File: src/rtl/maj_tree_pipe.sv
// Pipelined MAJ3 tree evaluator: one register stage per tree level with valid/ready
// flow control, per-leaf inversion/constant override and a saturating result counter.
module maj_tree_pipe #(
    parameter int unsigned DEPTH   = 3,
    parameter int unsigned COUNT_W = 16
) (
    input  logic                 clk,
    input  logic                 rst_n,
    input  logic                 pi_valid,
    output logic                 pi_ready,
    input  logic [3**DEPTH-1:0]  pi_data,
    input  logic                 cfg_we,
    input  logic [3**DEPTH-1:0]  cfg_inv,
    input  logic [3**DEPTH-1:0]  cfg_const_en,
    input  logic [3**DEPTH-1:0]  cfg_const_v,
    output logic                 po_valid,
    input  logic                 po_ready,
    output logic                 po0,
    output logic [COUNT_W-1:0]   po_count
);

    localparam int unsigned LEAVES = 3**DEPTH;
    // Stages 1..DEPTH are packed back to back, stage 1 at bit 0, stage DEPTH at the top bit.
    localparam int unsigned RW     = (LEAVES - 1) / 2;

    logic [LEAVES-1:0] inv_q;
    logic [LEAVES-1:0] cen_q;
    logic [LEAVES-1:0] cv_q;
    logic [LEAVES-1:0] leaf;

    logic [RW-1:0]     sd;
    logic [RW-1:0]     sd_nxt;
    logic [RW-1:0]     sd_en;

    logic [DEPTH:1]    v;
    logic [DEPTH:1]    adv;
    logic [DEPTH:0]    vin;

    function automatic logic maj3(input logic [2:0] x);
        return (x[0] & x[1]) | (x[0] & x[2]) | (x[1] & x[2]);
    endfunction

    always_comb leaf = (cen_q & cv_q) | (~cen_q & (pi_data ^ inv_q));

    always_comb begin
        adv        = '0;
        adv[DEPTH] = !v[DEPTH] | po_ready;
        for (int unsigned i = 1; i < DEPTH; i++) begin
            adv[DEPTH-i] = !v[DEPTH-i] | adv[DEPTH-i+1];
        end
    end

    assign pi_ready = adv[1];
    assign vin      = {v, pi_valid};
    assign po_valid = v[DEPTH];
    assign po0      = sd[RW-1];

    for (genvar k = 1; k <= DEPTH; k++) begin : g_stage
        localparam int unsigned W   = 3**(DEPTH-k);
        localparam int unsigned OFF = (LEAVES - 3*W) / 2;
        for (genvar j = 0; j < W; j++) begin : g_bit
            if (k == 1) begin : g_leaf
                assign sd_nxt[OFF+j] = maj3(leaf[3*j +: 3]);
            end else begin : g_inner
                localparam int unsigned POFF = (LEAVES - 9*W) / 2;
                assign sd_nxt[OFF+j] = maj3(sd[POFF+3*j +: 3]);
            end
            assign sd_en[OFF+j] = adv[k];
        end
    end

    always_ff @(posedge clk or negedge rst_n) begin
        if (!rst_n) begin
            v  <= '0;
            sd <= '0;
        end else begin
            v  <= (v & ~adv) | (vin[DEPTH-1:0] & adv);
            sd <= (sd & ~sd_en) | (sd_nxt & sd_en);
        end
    end

    always_ff @(posedge clk or negedge rst_n) begin
        if (!rst_n) begin
            inv_q <= '0;
            cen_q <= '0;
            cv_q  <= '0;
        end else if (cfg_we) begin
            inv_q <= cfg_inv;
            cen_q <= cfg_const_en;
            cv_q  <= cfg_const_v;
        end
    end

    always_ff @(posedge clk or negedge rst_n) begin
        if (!rst_n) begin
            po_count <= '0;
        end else if (po_valid && po_ready && po_count != '1) begin
            po_count <= po_count + 1'b1;
        end
    end

endmodule

File: config.mk
export PLATFORM = sky130hd
export DESIGN_NAME = maj_tree_pipe
export DESIGN_NICKNAME = d
export VERILOG_FILES = /design/src/rtl/maj_tree_pipe.sv
export SDC_FILE = /design/constraint.sdc
export NUM_CORES = 1
export LEC_CHECK = 0
export ABC_AREA = 1
export CELL_PAD_IN_SITES_DETAIL_PLACEMENT = 1
export CELL_PAD_IN_SITES_GLOBAL_PLACEMENT = 1
export CORE_MARGIN = 4
export CORE_UTILIZATION = 30
export CTS_CLUSTER_DIAMETER = 200
export DETAILED_ROUTE_END_ITERATION = 10
export PLACE_DENSITY_LB_ADDON = 0.1
export SYNTH_ARGS = -nofsm -noshare
export SYNTH_HDL_FRONTEND = slang
export SYNTH_SLANG_ARGS = --single-unit
File: constraint.sdc
create_clock -name clk -period 2.9 [get_ports clk]
set_input_delay 0.435 -clock clk [delete_from_list [all_inputs] [get_ports clk]]
set_output_delay 0.435 -clock clk [all_outputs]
set_load 0.02 [all_outputs]
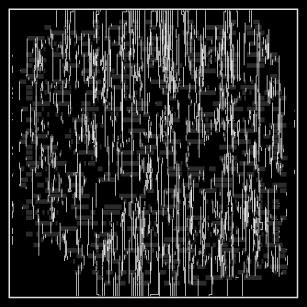
(signal wires on met2)
Scale: 2 px per um.
share of all routed wire	51%
nets with wire on the layer	781
vias: 4,776
Total Wirelength: 15.2 mm
met2 usage: 0.269

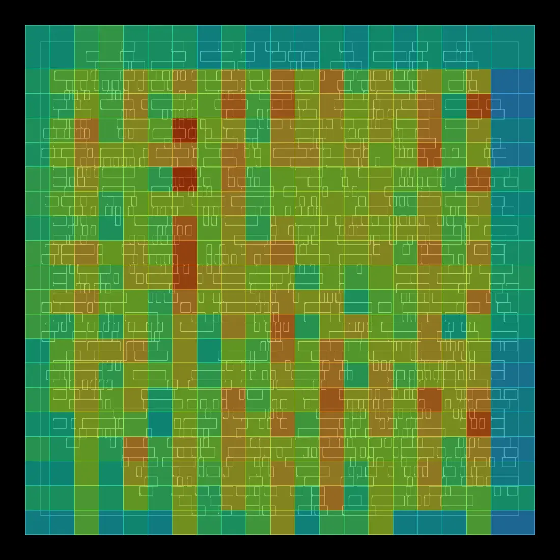
(routing congestion map)
WL per Instance: 14.5 um
met1 Use GR: 0.187

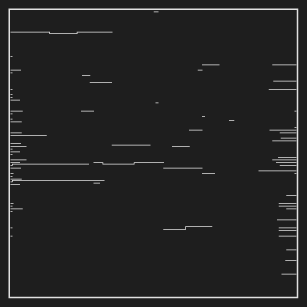
(the metal 3 layer)
Scale: 2 px per um.
main direction	horizontal
nets with wire on the layer	63
met3 Use GR: 0.0359

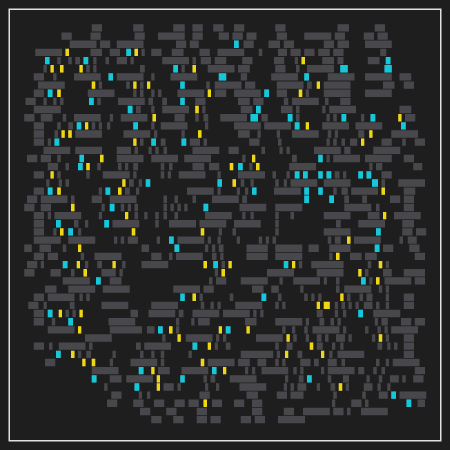
(logic cells by family)
Scale: 3 px per um.
color	family	cells	where
yellow	inverters	82	all over the die
cyan	inverting AOI/OAI gates	80	all over the die
Top cell excl fill/tap: nand2_1
Comb/total area: 0.296
Finished Layout Cells: 1,048

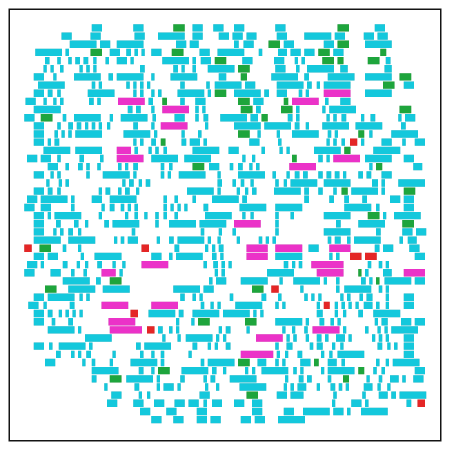
(drive-strength map)
Scale: 3 px per um.
color	size	cells
magenta	drive 6 and up	26
green	drive 2	51
red	drive 3 to 4	10
cyan	drive 1 or less	732
post-route cell area: 7670 um2
area grow syn2layout: 39.5%
PnR worst setup slack: 0.457 ns

==> flow_summary_export.csv <==
group,metric,value,unit
synth,area_leaders,"dfrtp_1, nand2_1, mux2_2",
synth,common_cells,"nand2_1, dfrtp_1, inv_1",
setup_path,cp_data_arrival_time,2.01,ns
global_route,busiest_layer,"met2",
synth,top_cell,"nand2_1",
synth,xor_share,0.0207,
cells_and_area,fillers,2123,
run,tool_warnings,26,
routing,firstDrtPassIters,4,
cts,ctsLongestPathBuffers,2,
synth,simple_gate_share,0.244,
synth,synthesis.nets,784,
pwr,static-leakage-power,3.63,nW
synth,synth.logic.top_family,"simple AND/OR/NAND/NOR gates",
floorplanning,row_count,49,
floorplanning,coreArea,18000,um2
synth,compound_area_frac,0.0749,
timing,timing.final.crit_period,2.44,ns
cts,cts_resized,0,
timing,max_freq,409,MHz
synth,synth_adder_area_share,0.00228,
timing,rsz0062_at_grt,"false",
routing,ant_nets,0,
synth,synth_cell_types,26,
global_route,antenna_found_initial,0,
cells_and_area,logic_area,2270,um2
cells_and_area,drive_above_1_share,0.106,
status,outcome,"finished clean",
routing,met1_length,6.55,mm
pwr,peakVddDrop,388,uV
routing,drcViolationCount,0,
cts,cts_htree_levels,4,
setup_path,ff2ff_path_depth,10,
synth,syn_avg_cell_area,8.20,um2
timing,min_period_over_period,0.843,
synth,yosys_area,5500,um2
routing,wl_met3,620,um
pwr,power,0.00488,W
setup_path,worstSetupPathType,"primary input to output port",
placement,dp_hpwl,11.5,mm
synth,syn_area,5500,um2
cells_and_area,register_area,2830,um2
setup_path,crit_fanout,6,
floorplanning,chip_area,20500,um2
global_route,grt_max_degree,57,
routing,first_iter_violations,114,
synth,async_flop_share,1.00,
timing,fin_setup_tns,0,ns
timing,relSlewSlack,0.480,
cts,post-cts-setup-buffers,0,
pwr,p_per_area,636,nW/um2
synth,yosysSeqAreaShare,0.515,
setup_path,worstSetupStartpointType,"primary input",
synth,mux_share,0.0697,
global_route,overflow,0,
cts,numCtsBuffers,17,
placement,routabilityCongestion,0.790,
synth,synth-seq-cells,113,
cells_and_area,nets,921,
routing,via_per_inst,4.56,
setup_path,crit_path_end_kind,"output port",
routing,highest_layer,"met4",
cells_and_area,antenna_cells,0,
cts,cts.clk_slew.worst_paths,0.05,ns
synth,syn_inst,670,
global_route,grt_pass1_wl,24.8,mm
timing,finalMaxSlewViolations,0,
synth,top_cell_area_share,0.515,
kinds of logic (layout without fill, tap and decap cells):
| group | count (synthesis) | in the layout |
|---|---|---|
| AND/OR/NAND/NOR | 329 | 329 |
| flip-flops | 113 | 113 |
| buffers and inverters | 100 | 249 |
| AND-OR/OR-AND | 80 | 80 |
| multiplexers | 34 | 34 |
| XOR/XNOR | 13 | 13 |
| adder cells (fa/ha/maj) | 1 | 1 |
power breakdown:
part           internal, W  switching (W)  leakage (nW)
clock network      0.00138       0.000725         0.287
registers          0.00177       0.000154          1.38
logic             0.000415       0.000429          1.97
worst paths after layout:
path                        startpoint      endpoint  slack, ns
hold reg to reg              flip-flop     flip-flop       0.48
max in group asynchronous        rst_n      cv_q[24]       2.06
setup reg to reg           po_count[0]  po_count[13]       1.29
min in group clk                cfg_we     inv_q[18]       0.48
setup / recovery              po_ready      pi_ready       0.46
hold / removal                   rst_n   po_count[5]       0.08
cell type report:
cell class                      instances  area share
Tap cell                              229      0.0374
Inverter                               82      0.0405
Clock inverter                         11      0.0180
Clock buffer                           20      0.0596
Sequential cell                       113       0.369
Timing Repair Buffer                  136       0.180
Multi-Input combinational cell        457       0.296
through the flow:
step | std cells | area, um2 | hold slack, ns | utilization | setup slack (ns)
finish | 1048 | 7670 | 0.0811 | 0.427 | 0.457
global route | 1048 | 7670 | 0.146 | 0.427 | 0.308
CTS | 1048 | 7670 | 0.111 | 0.427 | 0.439
detailed placement | 1017 | 7070 | 0.467 | 0.394 | 0.453
global placement | 1017 | 7070 | 0.465 | 0.394 | 0.485
floorplan | 670 | 5500 | 0.139 | - | 1.25
worst max-delay path, cell delays in order:
cell,delay [ns]
clkdlybuf4s50_1,0.46
nor2_2,0.23
nand2_1,0.17
nor2_2,0.13
inv_1,0.05
clkdlybuf4s50_1,0.54
No activity file was given, so power comes from the tool's default toggle rates.
